Fig. 1: metal 3
Cells faint in the background.
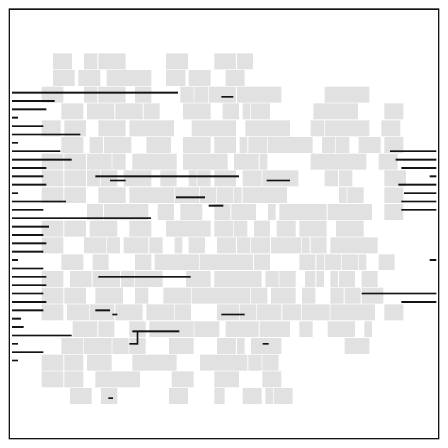
Fig. 2: the clock network
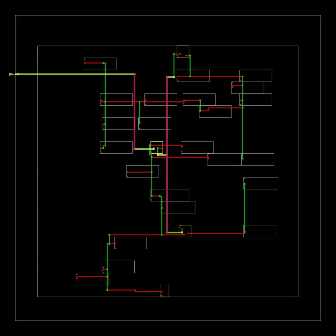
==> config.mk <==
export PLATFORM = sky130hd
export DESIGN_NAME = latch_write_arbiter
export DESIGN_NICKNAME = d
export VERILOG_FILES = /design/src/rtl/latch_write_arbiter.sv
export SDC_FILE = /design/constraint.sdc
export NUM_CORES = 1
export LEC_CHECK = 0
export CAP_MARGIN = 10
export CORE_MARGIN = 5
export CORE_UTILIZATION = 38
export CTS_BUF_LIST = sky130_fd_sc_hd__clkbuf_4 sky130_fd_sc_hd__clkbuf_8 sky130_fd_sc_hd__clkbuf_16
export DETAILED_ROUTE_END_ITERATION = 8
export PLACE_DENSITY = 0.75
export REMOVE_ABC_BUFFERS = 1
export SLEW_MARGIN = 20
export SYNTH_ARGS = -nofsm -noshare
export SYNTH_HDL_FRONTEND = slang
export SYNTH_SLANG_ARGS = --single-unit
export TNS_END_PERCENT = 50
==> constraint.sdc <==
create_clock -name Clock -period 1.5 [get_ports Clock]
set_clock_uncertainty 0.1 [all_clocks]
set_input_delay 0.3 -clock Clock [delete_from_list [all_inputs] [get_ports Clock]]
set_output_delay 0.3 -clock Clock [all_outputs]
set_load 0.02 [all_outputs]
==> src/rtl/latch_write_arbiter.sv <==
// Round-robin arbiter that serialises writes from four requesters into one shared
// level-sensitive latch, using a SETUP/ENABLE/HOLD handshake for D setup and hold.
module latch_write_arbiter #(
    parameter int WIDTH = 8
) (
    input  logic               Clock,
    input  logic               Reset,
    input  logic [3:0]         Req,
    input  logic [4*WIDTH-1:0] WrData,
    output logic [WIDTH-1:0]   LatchD,
    output logic               LatchEn,
    output logic [3:0]         Grant,
    output logic [3:0]         Ack,
    output logic               Busy
);

    localparam logic [1:0] IDLE   = 2'd0;
    localparam logic [1:0] SETUP  = 2'd1;
    localparam logic [1:0] ENABLE = 2'd2;
    localparam logic [1:0] HOLD   = 2'd3;

    logic [1:0]       state_q, state_d;
    logic [1:0]       last_q, last_d;
    logic [1:0]       winner_q, winner_d;
    logic [WIDTH-1:0] latch_d_q, latch_d_d;
    logic             latch_en_q, latch_en_d;
    logic [3:0]       grant_q, grant_d;
    logic [3:0]       ack_q, ack_d;
    logic [1:0]       pick;

    // Search starts just after the previous winner, so the previous winner ranks last.
    function automatic logic [1:0] rr_pick(input logic [3:0] req, input logic [1:0] last);
        logic [1:0] idx;
        logic       found;
        rr_pick = last;
        found   = 1'b0;
        for (int k = 1; k <= 4; k++) begin
            idx = last + 2'(k);
            if (!found && req[idx]) begin
                rr_pick = idx;
                found   = 1'b1;
            end
        end
    endfunction

    assign pick = rr_pick(Req, last_q);

    always_comb begin
        state_d    = state_q;
        last_d     = last_q;
        winner_d   = winner_q;
        latch_d_d  = latch_d_q;
        latch_en_d = 1'b0;
        grant_d    = grant_q;
        ack_d      = 4'b0000;
        case (state_q)
            IDLE: begin
                if (|Req) begin
                    state_d   = SETUP;
                    winner_d  = pick;
                    latch_d_d = WrData[int'(pick)*WIDTH +: WIDTH];
                    grant_d   = 4'b0001 << pick;
                end
            end
            SETUP: begin
                state_d    = ENABLE;
                latch_en_d = 1'b1;
            end
            ENABLE: begin
                state_d = HOLD;
                ack_d   = grant_q;
            end
            HOLD: begin
                state_d = IDLE;
                grant_d = 4'b0000;
                last_d  = winner_q;
            end
            default: state_d = IDLE;
        endcase
    end

    always_ff @(posedge Clock) begin
        if (Reset) begin
            state_q    <= IDLE;
            last_q     <= 2'd3;
            winner_q   <= 2'd0;
            latch_d_q  <= '0;
            latch_en_q <= 1'b0;
            grant_q    <= 4'b0000;
            ack_q      <= 4'b0000;
        end else begin
            state_q    <= state_d;
            last_q     <= last_d;
            winner_q   <= winner_d;
            latch_d_q  <= latch_d_d;
            latch_en_q <= latch_en_d;
            grant_q    <= grant_d;
            ack_q      <= ack_d;
        end
    end

    assign LatchD  = latch_d_q;
    assign LatchEn = latch_en_q;
    assign Grant   = grant_q;
    assign Ack     = ack_q;
    assign Busy    = (state_q != IDLE);

endmodule

==> out/README.md <==
| Metric | Reported | Unit |
| --- | --- | --- |
| Core Box Area | 3390 | um2 |
| Met1 Wirelength | 1560 | um |
| Inserted Diodes | 0 | - |
| Global-route wire length before repair | 6900 | um |
| First-pass iteration count of the detailed router | 4 | - |
| Worst Path Arrival | 1790 | ps |
| Hold Path Class | reg -> reg | - |
| Depth of the worst hold-timing path | 1 | - |
| Multi-input logic area | 945 | um2 |
| Post-layout minimum cycle time | 1660 | ps |
| Total congestion overflow | 0 | - |
| IR drop worst, VDD | 0.442 | mV |
| OpenROAD warning count | 31 | - |
| Failing checks | setup timing | - |
| Worst-case setup slack after placement | -689 | ps |
| Post-detailed-route DRC marker count | 0 | - |
| Number of standard cells reported by yosys | 135 | - |
| Top Family by Delay on Critical Path | AND-OR/OR-AND gates | - |
| Critical-path top delay cell | dfxtp_4 | - |
| Clock root buffer | clkbuf_4 | - |
| Die Y | 69.5 | um |
| Buf/Inv on CP | 2 | - |
| Area figure in the yosys stat output | 1350 | um2 |
| Fp util | 39.7 | % |
| Combinational fraction of design power | 59.0 | % |
| Standard-cell rows | 21 | - |
| Antenna violations before repair | 0 | - |
| Final Max Tran Viols | 0 | - |
| Final Hold Violation Tally | 0 | - |
| Result of the run | complete, but fails checks | - |
| Max cap viols | 0 | - |
| Detailed route wirelength on metal3 | 322 | um |
| Detail-routed net length per standard cell | 15.8 | um |
| Number of hold buffers added after CTS | 0 | - |
| Share of final-layout standard cells stronger than drive strength 1 | 36.9 | % |
| Combinational gate power | 1.66 | mW |
| Worst flop-to-flop path endpoint | LatchD[6]$_SDFFE_PP0P_ | - |
| Fraction of the cycle the final worst path needs | 111 | % |
| Cell area after synthesis | 1350 | um2 |
| Critical path startpoint category | flop | - |
| Via-to-Cell Ratio | 5.30 | - |
| Finish-stage setup viols | 14 | - |
| Number of standard cells after synthesis | 135 | - |
| Most frequently placed logic cells in the final layout | clkdlybuf4s50_1 (33), dfxtp_1 (19), dlygate4sd2_1 (18) | - |
| Leading cell type in the layout, fill and taps excluded | clkdlybuf4s50_1 | - |
| Tally of unique sky130hd cells used after synthesis | 37 | - |
| Switching Power | 1.12 | mW |
| Wire length reported by the detailed router | 4120 | um |
| Top-Level Pins | 56 | - |
| Routing usage on met1 | 19.1 | % |
| Core Util, Final | 67.3 | % |
| Cell area leaders | dfxtp_1 (34%), a211oi_2 (8.4%), and3_1 (6.5%) | - |
| Highest-power group | combinational cells | - |
| Worst setup path end | LatchD[6]$_SDFFE_PP0P_ | - |
| Maximum fanout along the worst path | 5 | - |
| Final-layout fill cell count | 260 | - |
| Crit. path cell count | 7 | - |
| Final Wtd Congestion | 0.787 | - |
| Endpoint kind of the worst setup timing path | flop | - |
| Crit Path Category | reg -> reg | - |
| Post-synth top area cell | dfxtp_1 | - |
| Worst setup path start | last_q[0]$_SDFFE_PP1P_ | - |
| Total die area | 4830 | um2 |
| Final layout net count | 258 | - |
| Buffer depth of the longest clock path | 2 | - |
| Post-synthesis register bit count | 23 | - |
| Synth cell count leaders | dfxtp_1 (23), and3_1 (14), nor2_1 (12) | - |
| Cell mode on critical path | buf_6 | - |
| # Post-CTS Setup Buffers | 1 | - |
| H-tree lvl count | 1 | - |
| Required time at the worst-slack endpoint | 1630 | ps |
| Fmax achieved | 0.602 | GHz |
| Width of the die | 69.5 | um |
| Worst hold endpoint | last_q[1]$_SDFFE_PP1P_ | - |
| Switching part of the total | 39.8 | % |
| FF/Latch Area | 468 | um2 |
| Slew at the pin with the worst max-slew slack | 382 | ps |
| Part of the power in registers | 30.1 | % |
| GRT busiest layer | met2 | - |
| Cells along the critical path | nand2b_4 -> buf_6 -> a21oi_4 -> a221o_1 -> buf_6 -> a211oi_4 -> o31ai_2 | - |
| Count leader, synth | dfxtp_1 | - |
| Worst reg2reg path depth | 7 | - |
| Number of synthesized flops with an enable pin | 0 | - |
| Largest incremental delay on the critical path | 390 | ps |
| Number of buffer cells added on primary ports | 55 | - |
| Number of global-route vias before repair | 1481 | - |
| Leak Pwr | 0.973 | nW |
| TritonCTS clock tree | yes | - |
| Crit path setup slack, layout | -160 | ps |
-- Fig. 1 (at the start) --
The longest straight run is 26.7 um. The layer carries 322 um of wire. The layer holds 7.8% of the routed length.
Vias: 1378
global routing met3 resource utilization: 3.77%

-- Fig. 2 (at the start) --
number of buffers created by CTS: 3
number of sinks handled by clock tree synthesis: 23
Clock Latency Late Sink: 330 ps
clock distribution power: 0.307 mW
final-layout clock buffer total: 3

logic make-up after synthesis:
group           Yosys count  synth area share, %
compound gates           39                 29.7
flops                    23                 34.2
mux                       2                 1.49
buf+inv                  12                 5.58
fa+ha+maj                 5                 4.65
simple gates             54                 24.3
layout make-up:
type | instances | area share, %
clock inverter | 1 | 0.220
inverter | 4 | 0.659
multi-input combinational | 102 | 41.4
timing repair buffer | 81 | 33.6
tap | 46 | 2.52
clock buffer | 3 | 0.988
sequential | 23 | 20.5
metrics by stage:
stage	TNS [ps]	cells	area [um2]	hold slack, ps	power, mW
final	-1140	260	2280	382	2.81
after global routing	-2070	260	2280	421	3.00
after CTS	-1210	259	2250	392	2.78
after floorplan	-1650	127	1290	272	1.58
after detailed placement	-9210	250	2070	361	2.33
after global placement	-8450	250	2070	355	2.27
No activity file was given, so power comes from the tool's default toggle rates.
